Routing congestion:
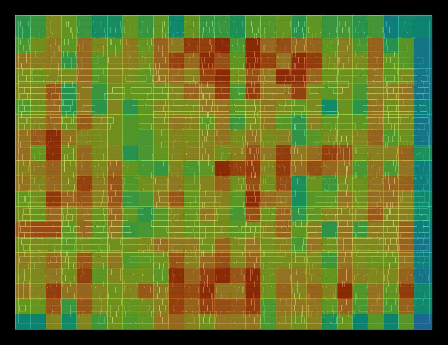
Placed cells, one colour a class:
Bar = 50 um.
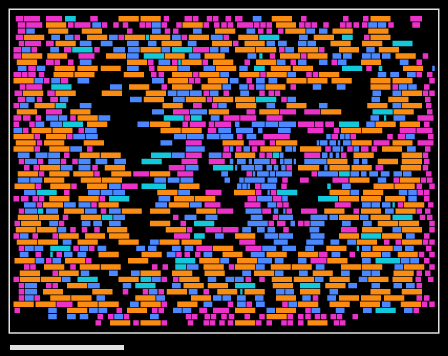
Routed clock nets over the placement:
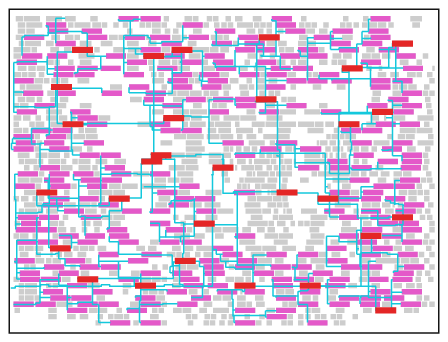
Supply network:
Pins as bars on the die edge. Tap cells in grey.
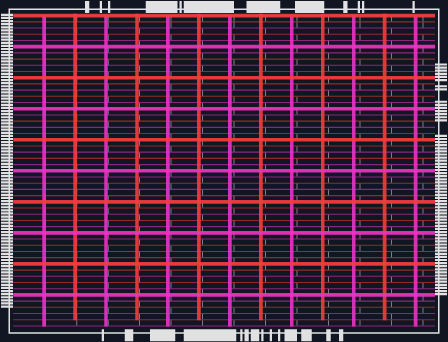
**config.mk**
```make
export PLATFORM = sky130hd
export DESIGN_NAME = dot_frame_loader_flat
export DESIGN_NICKNAME = d
export VERILOG_FILES = /design/src/rtl/dot_frame_loader_if.sv /design/src/rtl/dot_frame_loader.sv /design/src/flat_wrapper.sv
export SDC_FILE = /design/constraint.sdc
export NUM_CORES = 1
export LEC_CHECK = 0
export CAP_MARGIN = 10
export CORE_ASPECT_RATIO = 0.75
export CORE_UTILIZATION = 44
export CTS_CLUSTER_DIAMETER = 80
export DETAILED_ROUTE_END_ITERATION = 8
export PLACE_DENSITY_LB_ADDON = 0.3
export SLEW_MARGIN = 10
export SYNTH_ARGS = -nofsm -noshare
export SYNTH_HDL_FRONTEND = slang
export SYNTH_SLANG_ARGS = --single-unit
export TNS_END_PERCENT = 100
```
**constraint.sdc**
```tcl
create_clock -name clk -period 1.8 [get_ports clk]
set_input_delay 0.54 -clock clk [delete_from_list [all_inputs] [get_ports clk]]
set_output_delay 0.54 -clock clk [all_outputs]
set_load 0.05 [all_outputs]
```
**src/rtl/dot_frame_loader_if.sv**
```systemverilog
// Byte-stream input and result output channels of the dot-product frame loader.
//   s_valid/s_ready/s_data/s_last : input byte stream (host -> loader)
//   m_valid/m_ready/m_data        : result channel    (loader -> host)
// The slave modport is the loader's view; the master modport is the host's view.
interface dot_frame_loader_if #(
  parameter int unsigned DATA_W = 8,
  parameter int unsigned ACC_W  = 16
);
  logic              s_valid;
  logic              s_ready;
  logic [DATA_W-1:0] s_data;
  logic              s_last;
  logic              m_valid;
  logic              m_ready;
  logic [ACC_W-1:0]  m_data;

  modport slave (
    input  s_valid, s_data, s_last, m_ready,
    output s_ready, m_valid, m_data
  );

  modport master (
    output s_valid, s_data, s_last, m_ready,
    input  s_ready, m_valid, m_data
  );
endinterface

```
**src/rtl/dot_frame_loader.sv**
```systemverilog
// Streaming front end for the 16-element dot-product engine.
// Collects a 2*VEC_LEN byte frame into operand vectors a (first half) and
// b (second half), pulses eng_start, waits for a rising edge of eng_done and
// returns eng_c on the result channel.
// Ports:
//   clk, rst_n     clock, asynchronous active-low reset
//   bus            dot_frame_loader_if.slave (byte stream in, result out)
//   a_vec, b_vec   operand arrays to the engine
//   eng_start      one-cycle start pulse to the engine
//   eng_done/eng_c engine completion level and result
//   busy           high in every state except LOAD
//   err_len        one-cycle pulse on a frame-length error
//   err_timeout    one-cycle pulse on watchdog expiry (constant 0 unless
//                  DOT_LOADER_TIMEOUT_EN is defined)
// Build option: define DOT_LOADER_TIMEOUT_EN to enable the WAIT watchdog.
module dot_frame_loader #(
  parameter int unsigned VEC_LEN = 16,
  parameter int unsigned DATA_W  = 8,
  parameter int unsigned ACC_W   = 16
) (
  input  logic                  clk,
  input  logic                  rst_n,
  dot_frame_loader_if.slave     bus,
  output logic [DATA_W-1:0]     a_vec [VEC_LEN],
  output logic [DATA_W-1:0]     b_vec [VEC_LEN],
  output logic                  eng_start,
  input  logic                  eng_done,
  input  logic [ACC_W-1:0]      eng_c,
  output logic                  busy,
  output logic                  err_len,
  output logic                  err_timeout
);

  localparam int unsigned FRAME_LEN = 2 * VEC_LEN;
  localparam int unsigned CNT_W     = $clog2(FRAME_LEN);
  localparam int unsigned IDX_W     = $clog2(VEC_LEN);
  localparam int unsigned LAST_IDX  = FRAME_LEN - 1;

  typedef enum logic [2:0] {
    S_LOAD  = 3'd0,
    S_DRAIN = 3'd1,
    S_START = 3'd2,
    S_WAIT  = 3'd3,
    S_OUT   = 3'd4
  } state_t;

  state_t           state_q, state_d;
  logic [CNT_W-1:0] byte_cnt_q;
  logic             done_s_q, done_p_q;
  logic             s_acc_c;
  logic             at_last_c;
  logic             done_rise_c;
  logic             timeout_c;
  logic             err_len_d;

  assign s_acc_c     = bus.s_valid && bus.s_ready;
  assign at_last_c   = (byte_cnt_q == CNT_W'(LAST_IDX));
  assign done_rise_c = done_s_q && !done_p_q;

  // Next-state decode and length-error detection.
  always_comb begin
    state_d   = state_q;
    err_len_d = 1'b0;
    unique case (state_q)
      S_LOAD: begin
        if (s_acc_c) begin
          if (bus.s_last) begin
            // s_last on the final byte wins over any length error
            if (at_last_c) state_d   = S_START;
            else           err_len_d = 1'b1;
          end else if (at_last_c) begin
            err_len_d = 1'b1;
            state_d   = S_DRAIN;
          end
        end
      end
      S_DRAIN: begin
        if (s_acc_c && bus.s_last) state_d = S_LOAD;
      end
      S_START: state_d = S_WAIT;
      S_WAIT: begin
        if (done_rise_c)    state_d = S_OUT;
        else if (timeout_c) state_d = S_LOAD;
      end
      S_OUT: begin
        if (bus.m_valid && bus.m_ready) state_d = S_LOAD;
      end
      default: state_d = S_LOAD;
    endcase
  end

  // State register; control outputs are registered decodes of the next state.
  always_ff @(posedge clk or negedge rst_n) begin
    if (!rst_n) begin
      state_q     <= S_LOAD;
      bus.s_ready <= 1'b0;
      busy        <= 1'b0;
      eng_start   <= 1'b0;
      bus.m_valid <= 1'b0;
      err_len     <= 1'b0;
    end else begin
      state_q     <= state_d;
      bus.s_ready <= (state_d == S_LOAD) || (state_d == S_DRAIN);
      busy        <= (state_d != S_LOAD);
      eng_start   <= (state_d == S_START);
      bus.m_valid <= (state_d == S_OUT);
      err_len     <= err_len_d;
    end
  end

  // Byte counter and operand capture.
  always_ff @(posedge clk or negedge rst_n) begin
    if (!rst_n) begin
      byte_cnt_q <= '0;
      for (int i = 0; i < VEC_LEN; i++) begin
        a_vec[i] <= '0;
        b_vec[i] <= '0;
      end
    end else if (state_q == S_LOAD && s_acc_c) begin
      // counter wraps to 0 after the last byte, which is the DRAIN entry value
      byte_cnt_q <= bus.s_last ? '0 : byte_cnt_q + CNT_W'(1);
      if (byte_cnt_q[CNT_W-1]) b_vec[byte_cnt_q[IDX_W-1:0]] <= bus.s_data;
      else                     a_vec[byte_cnt_q[IDX_W-1:0]] <= bus.s_data;
    end else if (state_q == S_DRAIN && s_acc_c && bus.s_last) begin
      byte_cnt_q <= '0;
    end
  end

  // Done edge detector: sample flop plus previous-value flop, both cleared in
  // START so only a fresh rise after the engine has dropped done counts.
  always_ff @(posedge clk or negedge rst_n) begin
    if (!rst_n) begin
      done_s_q <= 1'b0;
      done_p_q <= 1'b0;
    end else if (state_q == S_START) begin
      done_s_q <= 1'b0;
      done_p_q <= 1'b0;
    end else begin
      done_s_q <= eng_done;
      done_p_q <= done_s_q;
    end
  end

  // Result capture; held until the output handshake.
  always_ff @(posedge clk or negedge rst_n) begin
    if (!rst_n) begin
      bus.m_data <= '0;
    end else if (state_q == S_WAIT && done_rise_c) begin
      bus.m_data <= eng_c;
    end
  end

`ifdef DOT_LOADER_TIMEOUT_EN
  localparam int unsigned TIMEOUT_CYCLES = 8192;
  localparam int unsigned WD_W           = 13;

  logic [WD_W-1:0] wd_cnt_q;

  // Expires when eng_start cycle plus elapsed WAIT cycles reaches the limit.
  assign timeout_c = (state_q == S_WAIT) && !done_rise_c &&
                     (wd_cnt_q == WD_W'(TIMEOUT_CYCLES - 2));

  // Watchdog counter and error pulse.
  always_ff @(posedge clk or negedge rst_n) begin
    if (!rst_n) begin
      wd_cnt_q    <= '0;
      err_timeout <= 1'b0;
    end else begin
      err_timeout <= timeout_c;
      if (state_q == S_START)     wd_cnt_q <= '0;
      else if (state_q == S_WAIT) wd_cnt_q <= wd_cnt_q + WD_W'(1);
    end
  end
`else
  assign timeout_c   = 1'b0;
  assign err_timeout = 1'b0;
`endif

endmodule

```
**src/flat_wrapper.sv**
```systemverilog
// flat-port wrapper written by rule: the top's interface ports become plain ports
module dot_frame_loader_flat 
#(
  parameter int unsigned VEC_LEN = 16,
  parameter int unsigned DATA_W  = 8,
  parameter int unsigned ACC_W   = 16
)
  (clk, rst_n, a_vec, b_vec, eng_start, eng_done, eng_c, busy, err_len, err_timeout, bus_s_valid, bus_s_data, bus_s_last, bus_m_ready, bus_s_ready, bus_m_valid, bus_m_data);
  dot_frame_loader_if #(.DATA_W(DATA_W), .ACC_W(ACC_W)) bus_i ();
  input  logic clk;
  input  logic rst_n;
  output logic [DATA_W-1:0] a_vec[VEC_LEN];
  output logic [DATA_W-1:0] b_vec[VEC_LEN];
  output logic eng_start;
  input  logic eng_done;
  input  logic [ACC_W-1:0] eng_c;
  output logic busy;
  output logic err_len;
  output logic err_timeout;
  input wire logic [$bits(bus_i.s_valid)-1:0] bus_s_valid;
  input wire logic [$bits(bus_i.s_data)-1:0] bus_s_data;
  input wire logic [$bits(bus_i.s_last)-1:0] bus_s_last;
  input wire logic [$bits(bus_i.m_ready)-1:0] bus_m_ready;
  output wire logic [$bits(bus_i.s_ready)-1:0] bus_s_ready;
  output wire logic [$bits(bus_i.m_valid)-1:0] bus_m_valid;
  output wire logic [$bits(bus_i.m_data)-1:0] bus_m_data;
  assign bus_i.s_valid = bus_s_valid;
  assign bus_i.s_data = bus_s_data;
  assign bus_i.s_last = bus_s_last;
  assign bus_i.m_ready = bus_m_ready;
  assign bus_s_ready = bus_i.s_ready;
  assign bus_m_valid = bus_i.m_valid;
  assign bus_m_data = bus_i.m_data;
  dot_frame_loader #(.VEC_LEN(VEC_LEN), .DATA_W(DATA_W), .ACC_W(ACC_W)) u_core (.clk(clk), .rst_n(rst_n), .bus(bus_i), .a_vec(a_vec), .b_vec(b_vec), .eng_start(eng_start), .eng_done(eng_done), .eng_c(eng_c), .busy(busy), .err_len(err_len), .err_timeout(err_timeout));
endmodule
```
==> GITHUB_STEP_SUMMARY <==
## Synthesis and layout report

| Metric | Value |
|---|---|
| Startpoint types | `register` |
| Proportion of synthesized chip area in sequential cells | `63.18%` |
| Row count | `50` |
| Clk latency late pin | `550 ps` |
| Drt first-iter violations | `262` |
| R2r setup slk | `-70 ps` |
| DRT Pass-1 Iters | `4` |
| Seq pwr share | `41.5%` |
| Port Buf Inserts | `306` |
| Number of non-clock inverters in the layout | `4` |
| Comb area leader | `multiplexers` |
| Simple share | `6.219%` |
| WL final | `30820 um` |
| Top cells by count | `287 x dfrtp_1, 273 x mux2_2, 28 x clkbuf_1` |
| Clock power frac | `34.8%` |
| Pwr top | `registers` |
| Placeable Area | `25150 um2` |
| Most common logic cells in the final layout | `298 x buf_4, 281 x dfrtp_1, 202 x mux2_2` |
| Switching power | `5.555 mW` |
| Nets@finish | `1113` |
| Critical path startpoint | `u_core.state_q[1]` |
| Die Area | `26490 um2` |
| Critical path endpoint | `u_core.b_vec[80]` |
| Clock buffers and inverters, area share | `5.846%` |
| Post-synth regs | `287` |
| Synth async-reset ratio | `100.0%` |
| Cell area after layout | `16800 um2` |
| Dpl ws | `-595.5 ps` |
| Count leader, synth | `dfrtp_1` |
| Via density | `5.179` |
| Xor+xnor area frac | `0.07705%` |
| Initial Util | `45.20%` |
| # Taps | `338` |
| DPL Wire Length | `20400 um` |
| Crit path max fanout | `8` |
| Power per cell area | `1048 nW/um2` |
| Log Warnings | `32` |
| Clock buffer cells | `45` |
| Adder share | `0.5504%` |
| Vias in the first global route | `7799` |
| Sw Ratio | `31.54%` |
| Ant diodes | `0` |
| Failing checks | `setup timing` |
| Via count | `7448` |
| Plain + repair buffers | `393` |
| GPL Wtd Cong | `0.8039` |
| Syn Nets | `732` |
| Yosys stat chip area | `11370 um2` |
| Comb area share | `26.43%` |
| Mux share | `27.04%` |
| Area post-placement | `15220 um2` |
| CTS Buffer Depth | `3` |
| Worst Path Arrival | `2280 ps` |
| Final setup fails | `64` |
| Fin crit share | `103.7%` |
| Dominant synthesized flop cell | `dfrtp_1` |
| TNS Setup | `-1476 ps` |
| Post-synth EDFFs | `0` |
| Area leader, netlist | `dfrtp_1` |
| Largest cell class | `flip-flops and latches` |
| Worst R2R Path Depth | `5` |
| Data buffer area share | `22.32%` |
| Number of logic gates | `363` |
| LEAKAGE | `8.605 nW` |
| Largest net degree at the start of global routing | `55` |
| Most numerous logic cell after layout | `buf_4` |
| Hold WS | `481.6 ps` |
| Synth Area per Inst | `16.31 um2` |
| FF+latch count | `287` |
| CP Class | `register to register` |
| Share of cells above drive strength 1 | `67.09%` |
| Yosys cell count | `697` |
| Crit end category | `register` |
| Final cell count without fillers | `1438` |
| Initial antenna violation count | `0` |
| M3 GR Usage | `6.024%` |
| Filler cells | `1790` |
| Critical Path RT | `2220 ps` |
| Grt ovf | `0` |
| Logic pwr share | `23.8%` |
| Status | `finished with violations` |
| First-pass GRT wire length | `47490 um` |
| Aoi share | `1.046%` |
| RSZ-0062 raised after global routing | `true` |
| Area Overhead vs Synth | `47.79%` |
| Synth Cell Area | `11370 um2` |
| Top-area cell share | `63.18%` |
| Final Hold Violation Tally | `0` |
| DRC Markers | `0` |
| Top post-synthesis cells by area | `dfrtp_1 63%, mux2_2 27%, nor3_4 1.6%` |
| Unique cell types | `45` |
| I/O pin cnt | `308` |
| Post-Syn Instances | `697` |
| CTS tree | `built` |
| Post-route setup slack | `-66.41 ps` |
| Root Driver | `clkbuf_16` |
| Regs by FF count | `u_core.a_vec: 128 flops, u_core.b_vec: 128 flops, u_core.bus.m_data: 16 flops` |
| Syn. warnings | `0` |
| DRT antenna net count | `0` |
| Comb. pwr | `4.18 mW` |
| H-tree depth | `1` |
| Clock Power | `6.12 mW` |
| Worst IR Drop VDD | `1.022 mV` |
| Worst min-delay path class | `input port to async pin` |
| Die H | `141.2 um` |
| Sequential standard cell area | `7189 um2` |
| Die Wd | `187.6 um` |
| CTS buffer count | `29` |
| P_seq | `7.31 mW` |
| Max Cap Viol | `0` |
| Peak Freq | `0.5358 GHz` |
| Post-placement cell count | `1373` |
| Fin crit period | `1866 ps` |
| Worst-path clk slew | `60 ps` |
| Layout Skew | `13.74 ps` |
| Global routing's busiest layer | `met2` |
| Design internal power | `12.06 mW` |
| Tot Pwr | `17.61 mW` |
| Sink Count | `287` |
| Reg2reg start | `u_core.state_q[1]` |
| Reg-to-Reg End | `u_core.b_vec[80]` |
| Fin. max-slew vios | `0` |
| Comb area | `4441 um2` |
| Sequential portion of the cell area | `42.79%` |
Notes on 'routing congestion' above:
GR met1 Demand/Resource: 32.57%
GRT Resource Usage Total: 23.17%
DR WL/cell: 21.43 um
post-layout util: 66.80%
GRT met2 Usage: 36.67%

Notes on 'placed cells, one colour a class' above:
legend:
  magenta:
    class: remaining buffers and delay cells
    cells: 393
    share_of_their_area: 23%
  cyan:
    class: clock drivers and dummy loads
    cells: 53
    share_of_their_area: 6.0%
  orange:
    class: registers
    cells: 287
    share_of_their_area: 44%
  blue:
    class: remaining logic cells
    cells: 367
    share_of_their_area: 27%

Notes on 'routed clock nets over the placement' above:
legend:
  red:
    item: clock-net drivers
    count: 29
  cyan:
    item: clock wires
    length: 3450 um
  magenta:
    item: flip-flops
    count: 287
routed clock nets: 30

Notes on 'supply network' above:
legend:
  magenta:
    net: VSS
  red:
    net: VDD
met1 rails: 51
tap cells: 338
signal pins: 308
met5 straps: 10

## layer usage
metal | vias up | share of wire, %
li1 | 3259 | -
met1 | 3920 | 45
met2 | 235 | 47
met3 | 34 | 7.0
met4 | 0 | 1.4
met5 | - | 0
## kinds of logic after synthesis
family,Yosys count
DFF,287
muxes,273
and+or+nand+nor,67
buffers and inverters,47
AOI/OAI and AO/OA,16
adders and majority gates,5
other,1
xor gates and xnor gates,1
## worst max-delay path, cell delays in order, from the launching register on
cell       delay (ps)
dfrtp_1           430
nand4bb_4         280
bufbuf_16         320
nor3_4            220
buf_12            160
mux2_2            330
## timing repair
action | CTS | global route
hold buffers | 1 | 0
buffers inserted | 2 | 8
pin swaps | 5 | 16
gates resized | 18 | 97
setup endpoints to repair | 173 | 273
endpoints found under the hold margin | 23 | 0
cloned | 1 | 0
Power is estimated from default activity; no workload was simulated.
